### src/rtl/conv_window_engine.sv
// Streaming 2-D convolution engine: loads a KxK kernel and an NxN image, then
// emits one strided, optionally ReLU-clamped window sum per handshake.
module conv_window_engine #(
   parameter int DATA_W  = 8,
   parameter int ACC_W   = 32,
   parameter int MAX_IMG = 8,
   parameter int MAX_K   = 4
) (
   input  logic                               clk,
   input  logic                               rst,
   input  logic                               start,
   input  logic [$clog2(MAX_IMG+1)-1:0]       cfg_img,
   input  logic [$clog2(MAX_K+1)-1:0]         cfg_k,
   input  logic [1:0]                         cfg_stride,
   input  logic                               cfg_relu,
   input  logic                               in_valid,
   output logic                               in_ready,
   input  logic signed [DATA_W-1:0]           in_data,
   output logic                               out_valid,
   input  logic                               out_ready,
   output logic signed [ACC_W-1:0]            out_data,
   output logic                               out_last,
   output logic                               busy,
   output logic                               done,
   output logic                               cfg_err
);

   localparam int CW = $clog2(MAX_IMG*MAX_IMG);
   localparam int KW = $clog2(MAX_K*MAX_K);
   localparam int PW = 2*DATA_W;

   localparam logic [2:0] IDLE   = 3'd0;
   localparam logic [2:0] LOAD_K = 3'd1;
   localparam logic [2:0] LOAD_I = 3'd2;
   localparam logic [2:0] MAC    = 3'd3;
   localparam logic [2:0] OUT    = 3'd4;
   localparam logic [2:0] FIN    = 3'd5;

   logic [2:0] state;
   logic signed [DATA_W-1:0] wbuf [MAX_K*MAX_K];
   logic signed [DATA_W-1:0] pbuf [MAX_IMG*MAX_IMG];
   logic [CW-1:0] n_r, k_r, s_r, ld_cnt, or_org, oc_org, kr, kc;
   logic relu_r;
   logic signed [ACC_W-1:0] acc;

   logic [7:0] img8, k8;
   logic cfg_ok;
   logic [KW-1:0] kw, kk_m1, w_addr;
   logic [CW-1:0] nn_m1, p_addr;
   logic signed [PW-1:0] prod;
   logic signed [ACC_W-1:0] prod_ext, sum;
   logic win_end, col_fits, row_fits;

   assign img8   = 8'(cfg_img);
   assign k8     = 8'(cfg_k);
   assign cfg_ok = (k8 >= 8'd1) && (k8 <= img8) && (img8 <= 8'(MAX_IMG)) &&
                   (k8 <= 8'(MAX_K)) && (cfg_stride != 2'd0);

   // Element counts are taken modulo the buffer depth, so a full-size
   // kernel or image (e.g. 16 or 64 entries) still yields the right last index.
   assign kw     = k_r[KW-1:0];
   assign kk_m1  = kw * kw - KW'(1);
   assign nn_m1  = n_r * n_r - CW'(1);
   assign w_addr = kr[KW-1:0] * kw + kc[KW-1:0];
   assign p_addr = (or_org + kr) * n_r + oc_org + kc;

   assign prod     = PW'(wbuf[w_addr]) * PW'(pbuf[p_addr]);
   assign prod_ext = ACC_W'(prod);
   assign sum      = acc + prod_ext;

   assign win_end  = (kc == k_r - CW'(1)) && (kr == k_r - CW'(1));
   assign col_fits = (oc_org + s_r + k_r) <= n_r;
   assign row_fits = (or_org + s_r + k_r) <= n_r;

   assign in_ready  = (state == LOAD_K) || (state == LOAD_I);
   assign out_valid = (state == OUT);
   assign busy      = (state != IDLE);
   assign done      = (state == FIN);

   always_ff @(posedge clk) begin
      if (rst) begin
         state    <= IDLE;
         cfg_err  <= 1'b0;
         out_data <= '0;
         out_last <= 1'b0;
         ld_cnt   <= '0;
         or_org   <= '0;
         oc_org   <= '0;
         kr       <= '0;
         kc       <= '0;
         acc      <= '0;
      end else begin
         cfg_err <= 1'b0;
         case (state)
            IDLE: begin
               if (start) begin
                  n_r    <= CW'(cfg_img);
                  k_r    <= CW'(cfg_k);
                  s_r    <= CW'(cfg_stride);
                  relu_r <= cfg_relu;
                  ld_cnt <= '0;
                  if (cfg_ok) state <= LOAD_K;
                  else        cfg_err <= 1'b1;
               end
            end
            LOAD_K: begin
               if (in_valid) begin
                  wbuf[ld_cnt[KW-1:0]] <= in_data;
                  if (ld_cnt == CW'(kk_m1)) begin
                     ld_cnt <= '0;
                     state  <= LOAD_I;
                  end else begin
                     ld_cnt <= ld_cnt + CW'(1);
                  end
               end
            end
            LOAD_I: begin
               if (in_valid) begin
                  pbuf[ld_cnt] <= in_data;
                  if (ld_cnt == nn_m1) begin
                     ld_cnt   <= '0;
                     or_org   <= '0;
                     oc_org   <= '0;
                     kr       <= '0;
                     kc       <= '0;
                     acc      <= '0;
                     out_last <= 1'b0;
                     state    <= MAC;
                  end else begin
                     ld_cnt <= ld_cnt + CW'(1);
                  end
               end
            end
            MAC: begin
               if (win_end) begin
                  kr       <= '0;
                  kc       <= '0;
                  acc      <= '0;
                  out_data <= (relu_r && sum[ACC_W-1]) ? '0 : sum;
                  out_last <= !col_fits && !row_fits;
                  state    <= OUT;
               end else begin
                  acc <= sum;
                  if (kc == k_r - CW'(1)) begin
                     kc <= '0;
                     kr <= kr + CW'(1);
                  end else begin
                     kc <= kc + CW'(1);
                  end
               end
            end
            OUT: begin
               // Window origin advances along the row, then wraps to the next strided row.
               if (out_ready) begin
                  if (out_last) begin
                     state <= FIN;
                  end else begin
                     state <= MAC;
                     if (col_fits) begin
                        oc_org <= oc_org + s_r;
                     end else begin
                        oc_org <= '0;
                        or_org <= or_org + s_r;
                     end
                  end
               end
            end
            FIN:     state <= IDLE;
            default: state <= IDLE;
         endcase
      end
   end

endmodule

### config.mk
export PLATFORM = sky130hd
export DESIGN_NAME = conv_window_engine
export DESIGN_NICKNAME = d
export VERILOG_FILES = /design/src/rtl/conv_window_engine.sv
export SDC_FILE = /design/constraint.sdc
export NUM_CORES = 1
export LEC_CHECK = 0
export CORE_AREA = 2 2 379 381
export DETAILED_ROUTE_END_ITERATION = 10
export DIE_AREA = 0 0 381 383
export PLACE_DENSITY = 0.4
export RECOVER_POWER = 25
export SLEW_MARGIN = 20
export SYNTH_ARGS = -nofsm -noshare
export SYNTH_HDL_FRONTEND = slang
export SYNTH_SLANG_ARGS = --single-unit
### constraint.sdc
create_clock -name clk -period 13.3 [get_ports clk]
set_input_delay 2.66 -clock clk [delete_from_list [all_inputs] [get_ports clk]]
set_output_delay 2.66 -clock clk [all_outputs]
set_load 0.005 [all_outputs]
Routing congestion map:
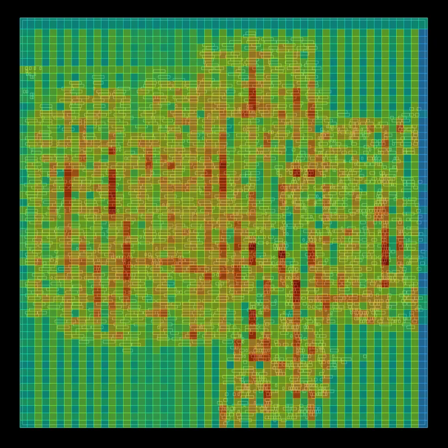
met1 usage: 18.7%
met2 usage in global routing: 21.9%
gr usage total: 13.4%
wire per inst: 22.3 µm

Cell classes on the final placement:
Bar = 100 µm.
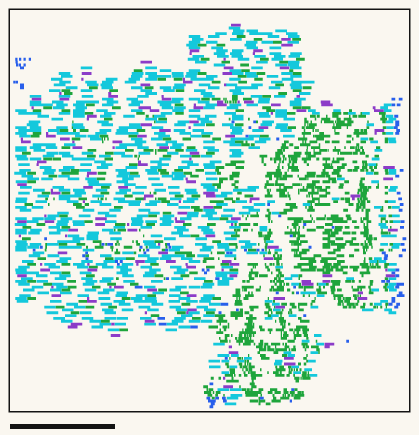
color	class	cells
green	all other logic	1465
purple	clock drivers and dummy loads	162
cyan	flops	749
blue	other buffers and delay cells	121

Sequential cells grouped by signal name:
Bar = 100 µm. Other sequential cells in the stronger gray, the rest of the logic in the fainter gray.
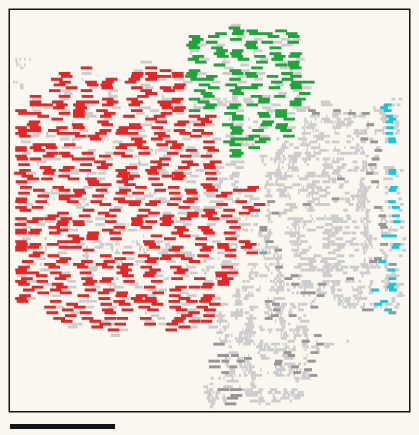
color	signal	placed flops
red	`pbuf`	512
cyan	`out_data`	32
green	`wbuf`	128

==> flow_metrics.tcl <==
# place-and-route summary
set metrics [dict create \
    status "finished with violations" \
    violations "capacitance limit, slew limit" \
    syn-cell-area_mm2 0.0367 \
    relSlewSlack_pct -174 \
    cts_tree "yes" \
    nNetsFinal 2728 \
    die_w_um 381 \
    hold_ws_ps 458 \
    die_y_um 383 \
    grt_pass1_wl_um 145000 \
    grt_overflow 0 \
    cts-resized-gates 0 \
    hold_path_startpoint "out_data[21]" \
    numPortBuffers 60 \
    ys_ff 749 \
    grt_max_degree 81 \
    vdd_drop_max_uv 233 \
    dp.cells 4238 \
    cpPeakStageDelay_ps 880 \
    skew_ps 35.3 \
    ant_nets 0 \
    synthDistinctLibCells 85 \
    min_path_cells 2 \
    flop_cell "edfxtp_1" \
    cts.sinks 749 \
    fin_cells 4400 \
    synth-seq-area-share_pct 58.5 \
    synth_stat.cells 2304 \
    path_max_fanout 26 \
    pre_cts_ws_ps 851 \
    fp_util_pct 25.8 \
    leakagePower_nw 14.5 \
    hold_violations 0 \
    drtIter0Drc 1319 \
    final_layout_top_logic_cells "edfxtp_1 (650), mux4_2 (199), inv_1 (171), fa_1 (157), nor2_1 (151)" \
    maxCapViolCount 8 \
    antenna_cells 0 \
    postRouteWirelength_um 98300 \
    layout_top_cell "edfxtp_1" \
    slew_viol_final 648 \
    utilization_pct 30.1 \
    io_pins 61 \
    clock_latency_ps 690 \
    hold_buffers 0 \
    drive_above_1_share_pct 17.5 \
    cpMostUsedCell "fa_1" \
    setup-tns-final_ps 0 \
    area_growth_pct 16.5 \
    n_fill_cell 14200 \
    post_cts_buffers 0 \
    topCellsByArea "edfxtp_1 (53%), mux4_2 (12%), fa_1 (8.6%)" \
    required_ps 13920 \
    clk_path_buf_depth 3 \
    fp_nets 2606 \
    route.detailed.drc 0 \
    min_period_over_period_pct 90.4 \
    finalCriticalPeriod_ps 12030 \
]
## kinds of logic (layout without fill, tap and decap cells)
logic type	after synthesis	after routing	synth area share [%]
buffers and inverters	262	455	2.82
XOR/XNOR	87	87	2.25
AND/OR/NAND/NOR	458	458	5.90
adder cells (fa/ha/maj)	279	279	12.7
flip-flops	749	749	58.5
AND-OR/OR-AND	236	236	4.51
multiplexers	233	233	13.3
## final cells by class
| cell class | instances | area, µm² | share of cell area [%] |
|---|---|---|---|
| Clock buffer | 109 | 2320 | 5.43 |
| Clock inverter | 53 | 637 | 1.49 |
| Inverter | 172 | 646 | 1.51 |
| Multi-Input combinational cell | 1293 | 14300 | 33.3 |
| Sequential cell | 749 | 21500 | 50.2 |
| Tap cell | 1903 | 2380 | 5.56 |
| Timing Repair Buffer | 121 | 1050 | 2.45 |
## state kept, by name, indices dropped and copies added (netlist names)
register and flops:
pbuf 512, wbuf 128, acc 32, out_data 32
kc 6, kr 6, ld_cnt 6, oc_org 6
or_org 6, n_r 4, k_r 3, state 3
s_r 2, cfg_err 1, out_last 1, relu_r 1
## where the power goes
group	total [W]	switching, W	internal (W)
Clock	0.00248	0.00100	0.00148
Combinational	0.00398	0.00244	0.00154
Sequential	0.00260	0.0000277	0.00258
## critical path, delay by kind of cell (launching register included)
| kind | cells | cell delay [ps] |
|---|---|---|
| DFF | 1 | 450 |
| adders and majority gates | 12 | 5600 |
| muxes | 2 | 570 |
| xor gates and xnor gates | 4 | 1090 |
| buffers and inverters | 5 | 580 |
| and+or+nand+nor | 5 | 860 |
| AOI/OAI and AO/OA | 8 | 2760 |
## routing by layer
metal  up-vias  GRT usage [%]  routed length [µm]
li1       8974              -                   -
met1     10600           18.7               46100
met2       345           21.9               46700
met3       130           2.13                3490
met4         0           3.43                2060
met5         -              0                   0
Power and IR drop assume default switching activity.
